===== config.mk =====
export PLATFORM = sky130hd
export DESIGN_NAME = fifos_destino_d0_d1_flat
export DESIGN_NICKNAME = d
export VERILOG_FILES = /design/src/rtl/fifos_destino_d0_d1_if.sv /design/src/rtl/fifos_destino_d0_d1.sv /design/src/flat_wrapper.sv
export SDC_FILE = /design/constraint.sdc
export NUM_CORES = 1
export LEC_CHECK = 0
export CAP_MARGIN = 20
export CORE_MARGIN = 2
export CORE_UTILIZATION = 62
export DETAILED_ROUTE_END_ITERATION = 7
export PLACE_DENSITY = 0.84
export SLEW_MARGIN = 20
export SYNTH_ARGS = -nofsm -noshare
export SYNTH_HDL_FRONTEND = slang
export SYNTH_SLANG_ARGS = --single-unit

===== constraint.sdc =====
create_clock -name clk -period 3.95 [get_ports clk]
set_clock_uncertainty 0.05 [all_clocks]
set_input_delay 0.5925 -clock clk [delete_from_list [all_inputs] [get_ports clk]]
set_output_delay 0.5925 -clock clk [all_outputs]
set_load 0.02 [all_outputs]

===== src/rtl/fifos_destino_d0_d1_if.sv =====
// Handshake bundle between the VC0/VC1 arbiter, the D0/D1 destination FIFOs and the consumer.
interface fifos_destino_d0_d1_if #(
  parameter int DATA_WIDTH = 6
);
  logic [DATA_WIDTH-1:0] arbitro_D0_out;
  logic [DATA_WIDTH-1:0] arbitro_D1_out;
  logic                  D0_push;
  logic                  D1_push;
  logic                  D0_pop;
  logic                  D1_pop;
  logic [DATA_WIDTH-1:0] D0_out;
  logic [DATA_WIDTH-1:0] D1_out;
  logic                  D0_valid;
  logic                  D1_valid;
  logic                  D0_pause;
  logic                  D1_pause;
  logic                  D0_empty;
  logic                  D1_empty;
  logic                  D0_full;
  logic                  D1_full;
  logic                  D0_almost_empty;
  logic                  D1_almost_empty;
  logic                  error_out;

  modport slave (
    input  arbitro_D0_out, arbitro_D1_out, D0_push, D1_push, D0_pop, D1_pop,
    output D0_out, D1_out, D0_valid, D1_valid, D0_pause, D1_pause,
           D0_empty, D1_empty, D0_full, D1_full, D0_almost_empty, D1_almost_empty,
           error_out
  );

  modport master (
    output arbitro_D0_out, arbitro_D1_out, D0_push, D1_push, D0_pop, D1_pop,
    input  D0_out, D1_out, D0_valid, D1_valid, D0_pause, D1_pause,
           D0_empty, D1_empty, D0_full, D1_full, D0_almost_empty, D1_almost_empty,
           error_out
  );
endinterface


===== src/rtl/fifos_destino_d0_d1.sv =====
// Two independent 8-deep destination FIFOs (D0, D1) with pause back-pressure,
// registered pop/valid read port and a shared sticky overflow/underflow flag.
module fifos_destino_d0_d1 #(
  parameter int DATA_WIDTH = 6,
  parameter int PTR_WIDTH  = 3,
  parameter int AF_THRESH  = 6,
  parameter int AE_THRESH  = 1
) (
  input  logic                   clk,
  input  logic                   reset_L,
  fifos_destino_d0_d1_if.slave   bus
);

  localparam int DEPTH = 2 ** PTR_WIDTH;
  localparam logic [PTR_WIDTH:0]   DEPTH_CNT = {1'b1, {PTR_WIDTH{1'b0}}};
  localparam logic [PTR_WIDTH:0]   AF_CNT    = (PTR_WIDTH + 1)'(AF_THRESH);
  localparam logic [PTR_WIDTH:0]   AE_CNT    = (PTR_WIDTH + 1)'(AE_THRESH);
  localparam logic [PTR_WIDTH:0]   ONE_CNT   = (PTR_WIDTH + 1)'(1);
  localparam logic [PTR_WIDTH-1:0] ONE_PTR   = PTR_WIDTH'(1);

  logic [DATA_WIDTH-1:0] din_s      [2];
  logic [1:0]            push_s;
  logic [1:0]            pop_s;
  logic [1:0]            empty_s;
  logic [1:0]            full_s;
  logic [1:0]            pause_s;
  logic [1:0]            ae_s;
  logic [1:0]            push_acc_s;
  logic [1:0]            pop_acc_s;

  logic [DATA_WIDTH-1:0] mem_q      [2][DEPTH];
  logic [DATA_WIDTH-1:0] mem_d      [2][DEPTH];
  logic [PTR_WIDTH-1:0]  rd_ptr_q   [2];
  logic [PTR_WIDTH-1:0]  rd_ptr_d   [2];
  logic [PTR_WIDTH-1:0]  wr_ptr_q   [2];
  logic [PTR_WIDTH-1:0]  wr_ptr_d   [2];
  logic [PTR_WIDTH:0]    count_q    [2];
  logic [PTR_WIDTH:0]    count_d    [2];
  logic [DATA_WIDTH-1:0] out_q      [2];
  logic [DATA_WIDTH-1:0] out_d      [2];
  logic [1:0]            valid_q;
  logic [1:0]            valid_d;
  logic                  error_q;
  logic                  error_d;

  assign din_s[0]  = bus.arbitro_D0_out;
  assign din_s[1]  = bus.arbitro_D1_out;
  assign push_s    = {bus.D1_push, bus.D0_push};
  assign pop_s     = {bus.D1_pop,  bus.D0_pop};

  // Status flags and push/pop acceptance, derived from the stored count
  always_comb begin
    for (int c = 0; c < 2; c++) begin
      empty_s[c]    = (count_q[c] == {(PTR_WIDTH + 1){1'b0}});
      full_s[c]     = (count_q[c] == DEPTH_CNT);
      pause_s[c]    = (count_q[c] >= AF_CNT);
      ae_s[c]       = (count_q[c] <= AE_CNT);
      pop_acc_s[c]  = pop_s[c] & ~empty_s[c];
      // A pop in the same cycle frees the slot, so a full FIFO can still take a push
      push_acc_s[c] = push_s[c] & (~full_s[c] | pop_acc_s[c]);
    end
  end

  // Next-state for pointers, count, read port, storage and the sticky error
  always_comb begin
    mem_d   = mem_q;
    error_d = error_q;
    valid_d = 2'b00;
    for (int c = 0; c < 2; c++) begin
      rd_ptr_d[c] = rd_ptr_q[c];
      wr_ptr_d[c] = wr_ptr_q[c];
      count_d[c]  = count_q[c];
      out_d[c]    = out_q[c];
      if (pop_acc_s[c]) begin
        out_d[c]    = mem_q[c][rd_ptr_q[c]];
        rd_ptr_d[c] = rd_ptr_q[c] + ONE_PTR;
        valid_d[c]  = 1'b1;
      end else begin
        valid_d[c]  = 1'b0;
      end
      if (push_acc_s[c]) begin
        mem_d[c][wr_ptr_q[c]] = din_s[c];
        wr_ptr_d[c]           = wr_ptr_q[c] + ONE_PTR;
      end else begin
        wr_ptr_d[c] = wr_ptr_q[c];
      end
      case ({push_acc_s[c], pop_acc_s[c]})
        2'b10:   count_d[c] = count_q[c] + ONE_CNT;
        2'b01:   count_d[c] = count_q[c] - ONE_CNT;
        default: count_d[c] = count_q[c];
      endcase
      if ((push_s[c] & ~push_acc_s[c]) | (pop_s[c] & empty_s[c])) begin
        error_d = 1'b1;
      end else begin
        error_d = error_d;
      end
    end
  end

  // Control state register with synchronous active-low reset
  always_ff @(posedge clk) begin
    if (!reset_L) begin
      for (int c = 0; c < 2; c++) begin
        rd_ptr_q[c] <= {PTR_WIDTH{1'b0}};
        wr_ptr_q[c] <= {PTR_WIDTH{1'b0}};
        count_q[c]  <= {(PTR_WIDTH + 1){1'b0}};
        out_q[c]    <= {DATA_WIDTH{1'b0}};
      end
      valid_q <= 2'b00;
      error_q <= 1'b0;
    end else begin
      for (int c = 0; c < 2; c++) begin
        rd_ptr_q[c] <= rd_ptr_d[c];
        wr_ptr_q[c] <= wr_ptr_d[c];
        count_q[c]  <= count_d[c];
        out_q[c]    <= out_d[c];
      end
      valid_q <= valid_d;
      error_q <= error_d;
    end
  end

  // Storage array; contents are never read before being written, so no reset
  always_ff @(posedge clk) begin
    mem_q <= mem_d;
  end

  assign bus.D0_out          = out_q[0];
  assign bus.D1_out          = out_q[1];
  assign bus.D0_valid        = valid_q[0];
  assign bus.D1_valid        = valid_q[1];
  assign bus.D0_pause        = pause_s[0];
  assign bus.D1_pause        = pause_s[1];
  assign bus.D0_empty        = empty_s[0];
  assign bus.D1_empty        = empty_s[1];
  assign bus.D0_full         = full_s[0];
  assign bus.D1_full         = full_s[1];
  assign bus.D0_almost_empty = ae_s[0];
  assign bus.D1_almost_empty = ae_s[1];
  assign bus.error_out       = error_q;

endmodule


===== src/flat_wrapper.sv =====
// flat-port wrapper written by rule: the top's interface ports become plain ports
module fifos_destino_d0_d1_flat 
#(
  parameter int DATA_WIDTH = 6,
  parameter int PTR_WIDTH  = 3,
  parameter int AF_THRESH  = 6,
  parameter int AE_THRESH  = 1
)
  (clk, reset_L, bus_arbitro_D0_out, bus_arbitro_D1_out, bus_D0_push, bus_D1_push, bus_D0_pop, bus_D1_pop, bus_D0_out, bus_D1_out, bus_D0_valid, bus_D1_valid, bus_D0_pause, bus_D1_pause, bus_D0_empty, bus_D1_empty, bus_D0_full, bus_D1_full, bus_D0_almost_empty, bus_D1_almost_empty, bus_error_out);
  fifos_destino_d0_d1_if #(.DATA_WIDTH(DATA_WIDTH)) bus_i ();
  input  logic clk;
  input  logic reset_L;
  input wire logic [$bits(bus_i.arbitro_D0_out)-1:0] bus_arbitro_D0_out;
  input wire logic [$bits(bus_i.arbitro_D1_out)-1:0] bus_arbitro_D1_out;
  input wire logic [$bits(bus_i.D0_push)-1:0] bus_D0_push;
  input wire logic [$bits(bus_i.D1_push)-1:0] bus_D1_push;
  input wire logic [$bits(bus_i.D0_pop)-1:0] bus_D0_pop;
  input wire logic [$bits(bus_i.D1_pop)-1:0] bus_D1_pop;
  output wire logic [$bits(bus_i.D0_out)-1:0] bus_D0_out;
  output wire logic [$bits(bus_i.D1_out)-1:0] bus_D1_out;
  output wire logic [$bits(bus_i.D0_valid)-1:0] bus_D0_valid;
  output wire logic [$bits(bus_i.D1_valid)-1:0] bus_D1_valid;
  output wire logic [$bits(bus_i.D0_pause)-1:0] bus_D0_pause;
  output wire logic [$bits(bus_i.D1_pause)-1:0] bus_D1_pause;
  output wire logic [$bits(bus_i.D0_empty)-1:0] bus_D0_empty;
  output wire logic [$bits(bus_i.D1_empty)-1:0] bus_D1_empty;
  output wire logic [$bits(bus_i.D0_full)-1:0] bus_D0_full;
  output wire logic [$bits(bus_i.D1_full)-1:0] bus_D1_full;
  output wire logic [$bits(bus_i.D0_almost_empty)-1:0] bus_D0_almost_empty;
  output wire logic [$bits(bus_i.D1_almost_empty)-1:0] bus_D1_almost_empty;
  output wire logic [$bits(bus_i.error_out)-1:0] bus_error_out;
  assign bus_i.arbitro_D0_out = bus_arbitro_D0_out;
  assign bus_i.arbitro_D1_out = bus_arbitro_D1_out;
  assign bus_i.D0_push = bus_D0_push;
  assign bus_i.D1_push = bus_D1_push;
  assign bus_i.D0_pop = bus_D0_pop;
  assign bus_i.D1_pop = bus_D1_pop;
  assign bus_D0_out = bus_i.D0_out;
  assign bus_D1_out = bus_i.D1_out;
  assign bus_D0_valid = bus_i.D0_valid;
  assign bus_D1_valid = bus_i.D1_valid;
  assign bus_D0_pause = bus_i.D0_pause;
  assign bus_D1_pause = bus_i.D1_pause;
  assign bus_D0_empty = bus_i.D0_empty;
  assign bus_D1_empty = bus_i.D1_empty;
  assign bus_D0_full = bus_i.D0_full;
  assign bus_D1_full = bus_i.D1_full;
  assign bus_D0_almost_empty = bus_i.D0_almost_empty;
  assign bus_D1_almost_empty = bus_i.D1_almost_empty;
  assign bus_error_out = bus_i.error_out;
  fifos_destino_d0_d1 #(.DATA_WIDTH(DATA_WIDTH), .PTR_WIDTH(PTR_WIDTH), .AF_THRESH(AF_THRESH), .AE_THRESH(AE_THRESH)) u_core (.clk(clk), .reset_L(reset_L), .bus(bus_i));
endmodule

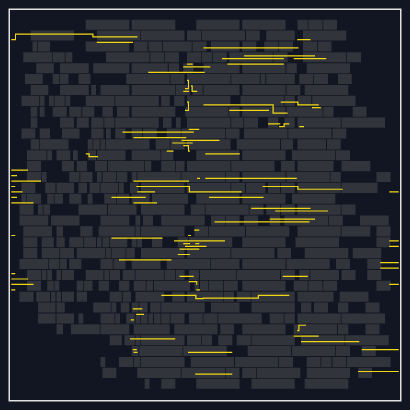
*Signal wires on met3, run 1*
(4 px per µm)
share of all routed wire	6.0%
main direction	horizontal
nets with wire on the layer	62
longest straight run	23.5 µm

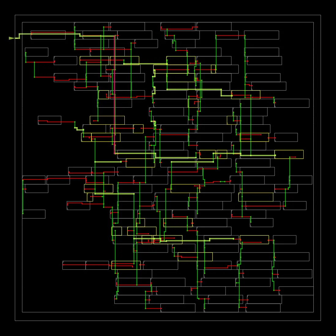
*The clock network, run 1*
Num CTS Buffers: 17
Worst-Skew Late Latency: 0.51 ns

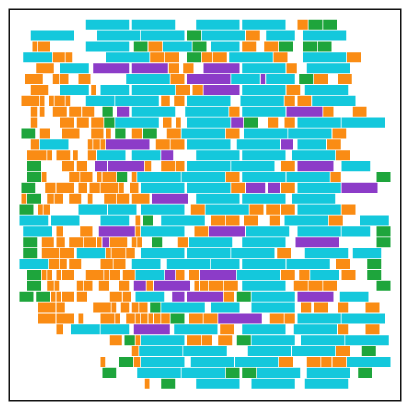
*Cell classes on the final placement, run 1*
(4 px per µm)
class	color	cells
registers	cyan	131
remaining logic cells	orange	224
remaining buffers and delay cells	green	48
clock drivers and dummy loads	purple	32

==> flow_summary.json, run 1 <==
{
  "status": "finished clean",
  "ff_type": "edfxtp_1",
  "clkbuf_count": 18,
  "maxCapViolCount": 0,
  "powerClk_uw": 1630,
  "grt_pass1_wl_mm": 17.6,
  "clock_area_share_pct": 9.49,
  "slew_viol_final": 0,
  "setup.worst_path.start": "u_core.count_q[0][5]$_SDFFE_PN0P_",
  "crit_chain": "inv_1 > ha_1 > nand3b_1 > inv_1 > clkdlybuf4s50_1",
  "path_clk_slew_ns": 0.06,
  "ios": 41,
  "p_int_uw": 3150,
  "warning_count": 32,
  "worstSetupPathType": "reg -> out",
  "comb_share_pct": 26.0,
  "r2r_slack_ns": 1.36,
  "rr_worst_depth": 9,
  "die-area_um2": 9510,
  "grt-ovfl-total": 0,
  "synthTopCellsByArea": "edfxtp_1 (53%), dfxtp_1 (13%), mux2i_1 (10%), a22oi_1 (3.3%), ha_1 (3.2%)",
  "hold_path.class": "reg -> reg",
  "whs_ns": 0.425,
  "min_period_ns": 2.78,
  "powerSeq_uw": 1710,
  "slew_headroom_pct": 32.5,
  "routed-wl-met2_mm": 5.73,
  "numSequentialCells": 131,
  "utilization_pct": 76.1,
  "logic_area_um2": 1700,
  "wl_met1_mm": 4.63,
  "wl_per_cell_um": 20.8,
  "edf_count": 96,
  "hold_path_end": "u_core.out_q[0][6]$_SDFFE_PN0P_",
  "drtIter0Drc": 226,
  "hold_viol_final": 0,
  "fin_crit_sh_pct": 70.4,
  "dr_total_vias": 3324,
  "seq_area_um2": 3580,
  "largestRegisters": "u_core.mem_q: 96 flops, u_core.out_q: 12 flops, u_core.count_q: 8 flops",
  "placed_area_um2": 5910,
  "top_area_cell": "edfxtp_1",
  "syn_to_final_growth_pct": 20.6,
  "cp_slowest_cell": "clkdlybuf4s50_1",
  "most_common_cell": "edfxtp_1",
  "ys_sh_simple_pct": 7.55,
  "fin_ws_ns": 1.17,
  "dp_hpwl_mm": 6.64,
  "p_leak_uw": 0.00229,
  "use_met2_pct": 40.1,
  "ir_drop_mv": 0.482,
  "layout.cells.non_filler": 543,
  "largest_reg_flops": 96,
  "fmaxAchievable_ghz": 0.360,
  "cts_buffer_depth": 2,
  "worstSetupEndpointType": "output port",
  "drive_above_1_share_pct": 11.0,
  "grt_setup_unrepaired": "no",
  "crit_required_ns": 3.31,
  "path_common_cell": "inv_1",
  "path_depth": 5,
  "ctsHoldBuffers": 0,
  "cp_num_buf_inv": 3,
  "core_um2": 8590,
  "ys_top_cells_by_count": "edfxtp_1 (96), mux2i_1 (54), dfxtp_1 (35)",
  "netlist_area_um2": 5420,
  "layout_top_cell": "edfxtp_1",
  "rows": 34,
  "yosysTopAreaCellShare_pct": 53.2,
  "synthMuxAreaShare_pct": 9.97,
  "num-nonclk-inverters": 10,
  "synth_stat.cells": 371,
  "grt_pass1_vias": 3315,
  "critPathMaxFanout": 6,
  "place_inst": 511,
  "diodes": 0,
  "reg2reg_to": "u_core.count_q[0][3]$_SDFFE_PN0P_",
  "yosysChipArea_um2": 5420,
  "synth_nets": 403,
  "fin_area_um2": 6540,
  "total_power_uw": 4490,
  "yosys.area_share.aoi_pct": 8.40,
  "seq_area_share_pct": 54.8,
  "synth_cell_types": 37,
  "logic_gate_count": 214,
  "synth-xor-area-share_pct": 2.10,
  "clockRootBuffer": "clkbuf_8",
  "grt_max_degree": 27,
  "cpPeakStageDelay_ns": 0.60,
  "worstMarginPinSlew_ns": 1.01,
  "yosys_warnings": 0,
  "post_cts_buffers": 0
}
==> inputs of run 2 (changes only) <==
--- a/config.mk
+++ b/config.mk
@@ -7,9 +7,9 @@
 export LEC_CHECK = 0
 export CAP_MARGIN = 20
 export CORE_MARGIN = 2
-export CORE_UTILIZATION = 62
+export CORE_UTILIZATION = 52
 export DETAILED_ROUTE_END_ITERATION = 7
-export PLACE_DENSITY = 0.84
+export PLACE_DENSITY = 0.75
 export SLEW_MARGIN = 20
 export SYNTH_ARGS = -nofsm -noshare
 export SYNTH_HDL_FRONTEND = slang
==> constraint.sdc (replaced) <==
create_clock -name clk -period 2.4 [get_ports clk]
set_clock_uncertainty 0.05 [all_clocks]
set_input_delay 0.36 -clock clk [delete_from_list [all_inputs] [get_ports clk]]
set_output_delay 0.36 -clock clk [all_outputs]
set_load 0.02 [all_outputs]
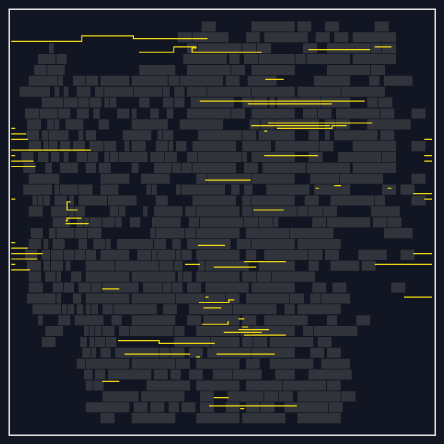
*Signal wires on met3, run 2*
(4 px per µm)
share of all routed wire	5.4%
nets with wire on the layer	45
wire length on this layer	551 µm
main direction	horizontal

==> run 2 against run 1 <==
Worst hold slack worse by 0.0051 ns; combinational power increased by 63%; register-to-register slack lost 1.2 ns; sequential cell count stayed put; power is 59% higher; first-iteration DRC count is 0.88% higher; critical path type is now reg -> reg; critical endpoint is now u_core.count_q[0][3]$_SDFFE_PN0P_; highest routed layer unchanged.
==> flow_summary.json, run 2 <==
{
  "synth_nets": 403,
  "fin_ws_ns": 0.141,
  "synth_stat.cells": 371,
  "place_inst": 558,
  "diodes": 0,
  "dr_total_vias": 3292,
  "ys_top_cells_by_count": "edfxtp_1 (96), mux2i_1 (54), dfxtp_1 (35)",
  "ir_drop_mv": 0.821,
  "layout_top_cell": "edfxtp_1",
  "yosys_warnings": 0,
  "use_met2_pct": 30.6,
  "comb_share_pct": 25.5,
  "rows": 37,
  "yosys.area_share.aoi_pct": 8.40,
  "drtIter0Drc": 228,
  "synth_cell_types": 37,
  "hold_viol_final": 0,
  "critPathMaxFanout": 6,
  "total_power_uw": 7160,
  "wl_per_cell_um": 17.4,
  "use_met1_pct": 24.9,
  "seq_area_share_pct": 53.8,
  "slew_viol_final": 0,
  "path_clk_slew_ns": 0.06,
  "setup.worst_path.start": "u_core.count_q[0][1]$_SDFFE_PN0P_",
  "clkbuf_count": 24,
  "logic_gate_count": 214,
  "ios": 41,
  "p_int_uw": 5080,
  "seq_area_um2": 3590,
  "num-nonclk-inverters": 10,
  "fmaxAchievable_ghz": 0.443,
  "top_area_cell": "edfxtp_1",
  "layout.cells.non_filler": 590,
  "rr_worst_depth": 9,
  "utilization_pct": 65.1,
  "path_depth": 9,
  "worstSetupPathType": "reg -> reg",
  "crit_chain": "inv_1 > ha_1 > nand3b_1 > o21ai_2 > ha_1 > or4b_1 > a21oi_2 > xnor2_1 > nor2_1",
  "die-area_um2": 11300,
  "status": "finished clean",
  "clockRootBuffer": "clkbuf_8",
  "maxCapViolCount": 0,
  "yosysTopAreaCellShare_pct": 53.2,
  "grt_pass1_wl_mm": 16.4,
  "routed-wl-met2_mm": 5.01,
  "reg2reg_to": "u_core.count_q[0][3]$_SDFFE_PN0P_",
  "ff_type": "edfxtp_1",
  "routed_via_density": 5.58,
  "largestRegisters": "u_core.mem_q: 96 flops, u_core.out_q: 12 flops, u_core.count_q: 8 flops",
  "whs_ns": 0.420,
  "most_common_cell": "edfxtp_1",
  "min_period_ns": 2.26,
  "placed_area_um2": 6090,
  "dp_hpwl_mm": 6.79,
  "wl_met1_mm": 4.47,
  "synthMuxAreaShare_pct": 9.97,
  "p_leak_uw": 0.00238,
  "hold_path_end": "u_core.out_q[0][4]$_SDFFE_PN0P_",
  "grt_max_degree": 27,
  "grt_setup_unrepaired": "no",
  "warning_count": 32,
  "powerClk_uw": 2480,
  "cp_slowest_cell": "or4b_1",
  "path_common_cell": "ha_1",
  "ys_sh_simple_pct": 7.55,
  "cts_buffer_depth": 2,
  "yosysChipArea_um2": 5420,
  "antenna_found_initial": 0,
  "netlist_area_um2": 5420,
  "fin_crit_sh_pct": 94.1,
  "crit_required_ns": 2.75,
  "worstMarginPinSlew_ns": 0.604,
  "cpPeakStageDelay_ns": 0.47,
  "synthTopCellsByArea": "edfxtp_1 (53%), dfxtp_1 (13%), mux2i_1 (10%), a22oi_1 (3.3%), ha_1 (3.2%)",
  "post_cts_buffers": 0,
  "fin_area_um2": 6670,
  "grt_pass1_vias": 3332,
  "insertion_delay_ns": 0.52,
  "syn_to_final_growth_pct": 22.9,
  "synth-xor-area-share_pct": 2.10,
  "drive_above_1_share_pct": 14.8,
  "slew_headroom_pct": 59.7
}
Power figures rest on the tool's default switching activity, not on a simulated workload.
